Signal wires on met3:
Scale: 4 px per µm.
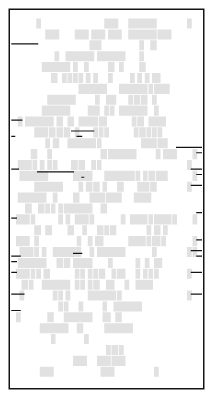
Metal 1:
Scale: 4 px per µm.
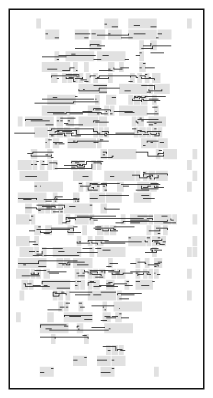
Track usage over the die:
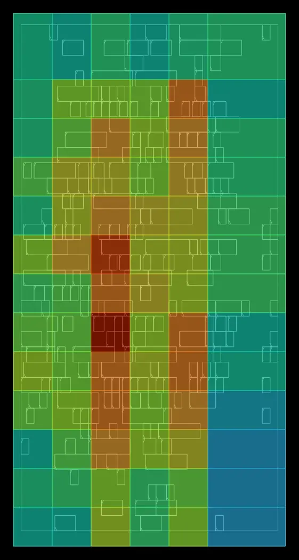
Pin map:
Scale: 6 px per µm. Pins as bars across the die edge, other pins in gray.
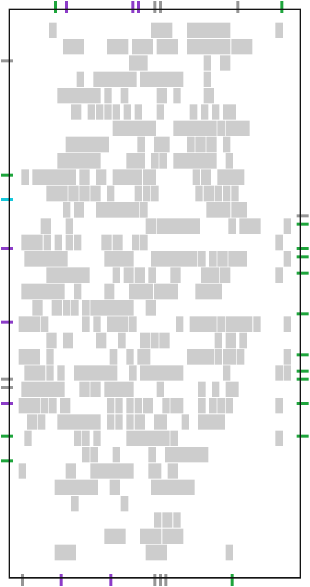
M2 wires:
Scale: 6 px per µm.
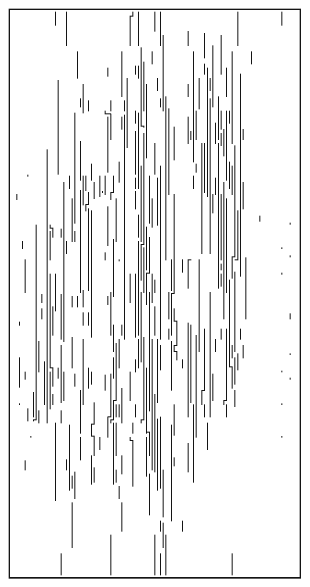
--- config.mk ---
export PLATFORM = sky130hd
export DESIGN_NAME = seq_detector_param
export DESIGN_NICKNAME = d
export VERILOG_FILES = /design/src/rtl/seqdet_pkg.sv /design/src/rtl/seqdet_sat_counter.sv /design/src/rtl/seq_detector_param.sv
export SDC_FILE = /design/constraint.sdc
export NUM_CORES = 1
export LEC_CHECK = 0
export ABC_AREA = 1
export CAP_MARGIN = 20
export CORE_ASPECT_RATIO = 2
export CORE_UTILIZATION = 35
export DETAILED_ROUTE_END_ITERATION = 8
export SYNTH_ARGS = -nofsm -noshare
export SYNTH_HDL_FRONTEND = slang
export SYNTH_SLANG_ARGS = --single-unit
--- constraint.sdc ---
create_clock -name clk -period 2.55 [get_ports clk]
set_input_delay 0.3825 -clock clk [delete_from_list [all_inputs] [get_ports clk]]
set_output_delay 0.3825 -clock clk [all_outputs]
set_load 0.05 [all_outputs]
--- src/rtl/seqdet_pkg.sv ---
// Shared constants and helpers for the programmable serial pattern detector.
// Optional match counter is enabled by defining SEQDET_COUNT_EN.
package seqdet_pkg;

    localparam int SEQDET_PAT_W_DEF = 8;
    localparam int SEQDET_CNT_W_DEF = 16;

    // Out of reset the detector compares the full history width.
    localparam int SEQDET_RST_LEN = SEQDET_PAT_W_DEF;

    // Width needed to hold a length or fill count in the range 0..pat_w.
    function automatic int seqdet_len_w(input int pat_w);
        return $clog2(pat_w + 1);
    endfunction

    // FILLING: not enough history yet; ARMED: the next accepted bit can complete a match.
    typedef enum logic {
        SD_FILLING = 1'b0,
        SD_ARMED   = 1'b1
    } seqdet_phase_e;

endpackage

--- src/rtl/seqdet_sat_counter.sv ---
// Saturating up-counter with synchronous clear. Clear and increment in the
// same cycle restart the count at 1 so that the coincident event is kept.
module seqdet_sat_counter #(
    parameter int W = 16
) (
    input  logic         clk,
    input  logic         rst,
    input  logic         inc,
    input  logic         clr,
    output logic [W-1:0] q
);

    logic [W-1:0] q_q, q_d;

    // Next count: clear wins, otherwise count up until all-ones.
    always_comb begin
        q_d = q_q;
        if (clr) begin
            q_d = W'(inc);
        end else if (inc && (q_q != '1)) begin
            q_d = q_q + W'(1);
        end
    end

    // Count register with synchronous active-low reset.
    always_ff @(posedge clk) begin
        if (!rst) begin
            q_q <= '0;
        end else begin
            q_q <= q_d;
        end
    end

    assign q = q_q;

endmodule

--- src/rtl/seq_detector_param.sv ---
// Runtime-programmable serial bit-pattern detector (1..PAT_W bit patterns,
// overlapping or non-overlapping). Define SEQDET_COUNT_EN to build the
// saturating match counter behind match_cnt/cnt_clr.
module seq_detector_param
    import seqdet_pkg::*;
#(
    parameter  int PAT_W = SEQDET_PAT_W_DEF,
    parameter  int CNT_W = SEQDET_CNT_W_DEF,
    localparam int LW    = seqdet_len_w(PAT_W)
) (
    input  logic             clk,
    input  logic             rst,
    input  logic             data_in,
    input  logic             in_valid,
    input  logic             cfg_load,
    input  logic [PAT_W-1:0] pat_in,
    input  logic [LW-1:0]    len_in,
    input  logic             overlap_in,
    input  logic             cnt_clr,
    output logic             data_out,
    output logic [CNT_W-1:0] match_cnt
);

    // Reset length always tracks the instantiated width.
    localparam logic [LW-1:0] RST_LEN  = LW'(PAT_W);
    localparam logic [LW-1:0] FILL_MAX = LW'(PAT_W);

    logic [PAT_W-1:0] pat_q, pat_d;
    logic [PAT_W-1:0] hist_q, hist_d;
    logic [LW-1:0]    len_q, len_d;
    logic [LW-1:0]    fill_q, fill_d;
    logic             ovl_q, ovl_d;
    logic             out_q, out_d;

    logic [LW-1:0]    len_clamp;
    logic [PAT_W:0]   win;
    logic [PAT_W:0]   mask;
    logic [LW:0]      fill_p1;
    logic             hit;
    seqdet_phase_e    phase;

    // Clamp the requested length into 1..PAT_W.
    always_comb begin
        len_clamp = len_in;
        if (len_in == '0) begin
            len_clamp = LW'(1);
        end else if (len_in > FILL_MAX) begin
            len_clamp = FILL_MAX;
        end
    end

    // Window select: only the low len bits of {hist, data_in} take part.
    always_comb begin
        mask = '0;
        for (int i = 0; i <= PAT_W; i++) begin
            mask[i] = (32'(i) < 32'(len_q));
        end
    end

    // Phase and match decision for the bit currently on data_in.
    always_comb begin
        fill_p1 = {1'b0, fill_q} + (LW+1)'(1);
        phase   = (fill_p1 >= {1'b0, len_q}) ? SD_ARMED : SD_FILLING;
        win     = {hist_q, data_in};
        hit     = (phase == SD_ARMED) && (((win ^ {1'b0, pat_q}) & mask) == '0);
    end

    // Next state: config load beats an accepted bit; idle cycles hold.
    always_comb begin
        pat_d  = pat_q;
        len_d  = len_q;
        ovl_d  = ovl_q;
        hist_d = hist_q;
        fill_d = fill_q;
        out_d  = 1'b0;
        if (cfg_load) begin
            pat_d  = pat_in;
            len_d  = len_clamp;
            ovl_d  = overlap_in;
            fill_d = '0;
        end else if (in_valid) begin
            hist_d = win[PAT_W-1:0];
            out_d  = hit;
            if (hit && !ovl_q) begin
                fill_d = '0;
            end else if (fill_q != FILL_MAX) begin
                fill_d = fill_q + LW'(1);
            end
        end
    end

    // State registers with synchronous active-low reset.
    always_ff @(posedge clk) begin
        if (!rst) begin
            pat_q  <= '0;
            len_q  <= RST_LEN;
            ovl_q  <= 1'b1;
            hist_q <= '0;
            fill_q <= '0;
            out_q  <= 1'b0;
        end else begin
            pat_q  <= pat_d;
            len_q  <= len_d;
            ovl_q  <= ovl_d;
            hist_q <= hist_d;
            fill_q <= fill_d;
            out_q  <= out_d;
        end
    end

    assign data_out = out_q;

`ifdef SEQDET_COUNT_EN
    logic acc_hit;
    assign acc_hit = in_valid && !cfg_load && hit;

    seqdet_sat_counter #(
        .W (CNT_W)
    ) u_cnt (
        .clk (clk),
        .rst (rst),
        .inc (acc_hit),
        .clr (cnt_clr),
        .q   (match_cnt)
    );
`else
    logic unused_cnt_clr;
    assign unused_cnt_clr = cnt_clr;
    assign match_cnt      = '0;
`endif

endmodule

==> metrics.yaml <==
flop-count: 26
cts-hold-fix-buffers: 0
regArea_um2: 520
worstHoldPathCells: 2
reg2reg_slack_ns: 0.43
holdWs_ns: 0.485
fin_nets: 260
n_antenna_cell: 0
syn_area_um2: 1500
synth.top_cell.area_share_pct: 34.8
aoi_share_pct: 12.5
max-vdd-ir-drop_v: 0.000412
worstReg2RegStart: "fill_q[0]"
synth-seq-area-share_pct: 34.8
worstHoldStart: "pat_q[7]"
largest_area_cell: "dfxtp_1"
crit_path_frequent_cell: "nor2_1"
grt_overflow_total: 0
numCtsBuffers: 3
buf_share_pct: 11.0
seq-cell-share_pct: 30.4
critical_path_class: "flop to flop"
p_sw_w: 0.000276
yosysWarnings: 0
ys_sh_adder_pct: 5.01
syn_avg_cell_area_um2: 6.97
ys_sh_xor_pct: 1.75
total_power_w: 0.000880
status: "complete, no violations"
setup_viol: 0
hold_end: "pat_q[7]"
synth_stat.cells: 215
logic_family: "simple AND/OR/NAND/NOR gates"
fin_setup_tns_ns: 0
stdcell_area_um2: 1710
ys_sh_mux_pct: 0
dpl_cell_area_um2: 1670
ys_sh_simple_pct: 28.2
final_cells: 285
drc: 0
-- 'signal wires on met3' (at the start) --
wire length on this layer: 64.6 µm
longest straight run: 9.00 µm
nets with wire on the layer: 23
main direction: horizontal
DR vias: 1299
GR Util met3: 1.15%

-- 'metal 1' (at the start) --
main direction: horizontal
share of all routed wire: 35%
longest straight run: 14.7 µm
nets with wire on the layer: 221
M1 GR Usage: 16.0%
aggregate routed wire length: 3040 µm

-- 'track usage over the die' (at the start) --
gr usage total: 16.0%
final core utilization: 41.9%
wire per inst: 10.7 µm
GRT Max-Usage Layer: met2
M2 GR Usage: 30.2%

-- 'pin map' (at the start) --
legend:
  purple:
    port: pat_in
    pins: 8
    direction: input
    edge: 3 left, 3 top, 2 bottom
  green:
    port: match_cnt
    pins: 16
    direction: output
    edge: 10 right, 3 left, 2 top, 1 bottom
  cyan:
    port: cfg_load
    pins: 1
    direction: input
    edge: left
all pins by edge: 11 right, 10 left, 8 top, 7 bottom
Vert. Die Dim: 94.5 µm
port buffer count: 18
die span in x: 48.3 µm

-- 'M2 wires' (at the start) --
longest straight run: 45.6 µm
main direction: vertical
wire length on this layer: 1850 µm
share of all routed wire: 61%

layout by cell type (no fill, tap or decap), types with 2 or more instances in the layout:
| master | instances |
|---|---|
| a21oi_1 | 15 |
| clkdlybuf4s50_1 | 18 |
| o21ai_0 | 16 |
| ha_1 | 6 |
| nor2_1 | 8 |
| conb_1 | 16 |
| nand4_1 | 2 |
| nand3_1 | 11 |
| clkbuf_8 | 3 |
| o22ai_1 | 2 |
| nand2_1 | 59 |
| dfxtp_1 | 26 |
| xor2_1 | 2 |
| inv_1 | 32 |
| nor2_2 | 3 |
| nand2_4 | 2 |
| inv_2 | 2 |
registers in the layout, summed over array words and instances (netlist names):
register  count
fill_q        4
ovl_q         1
hist_q        8
pat_q         8
len_q         4
data_out      1
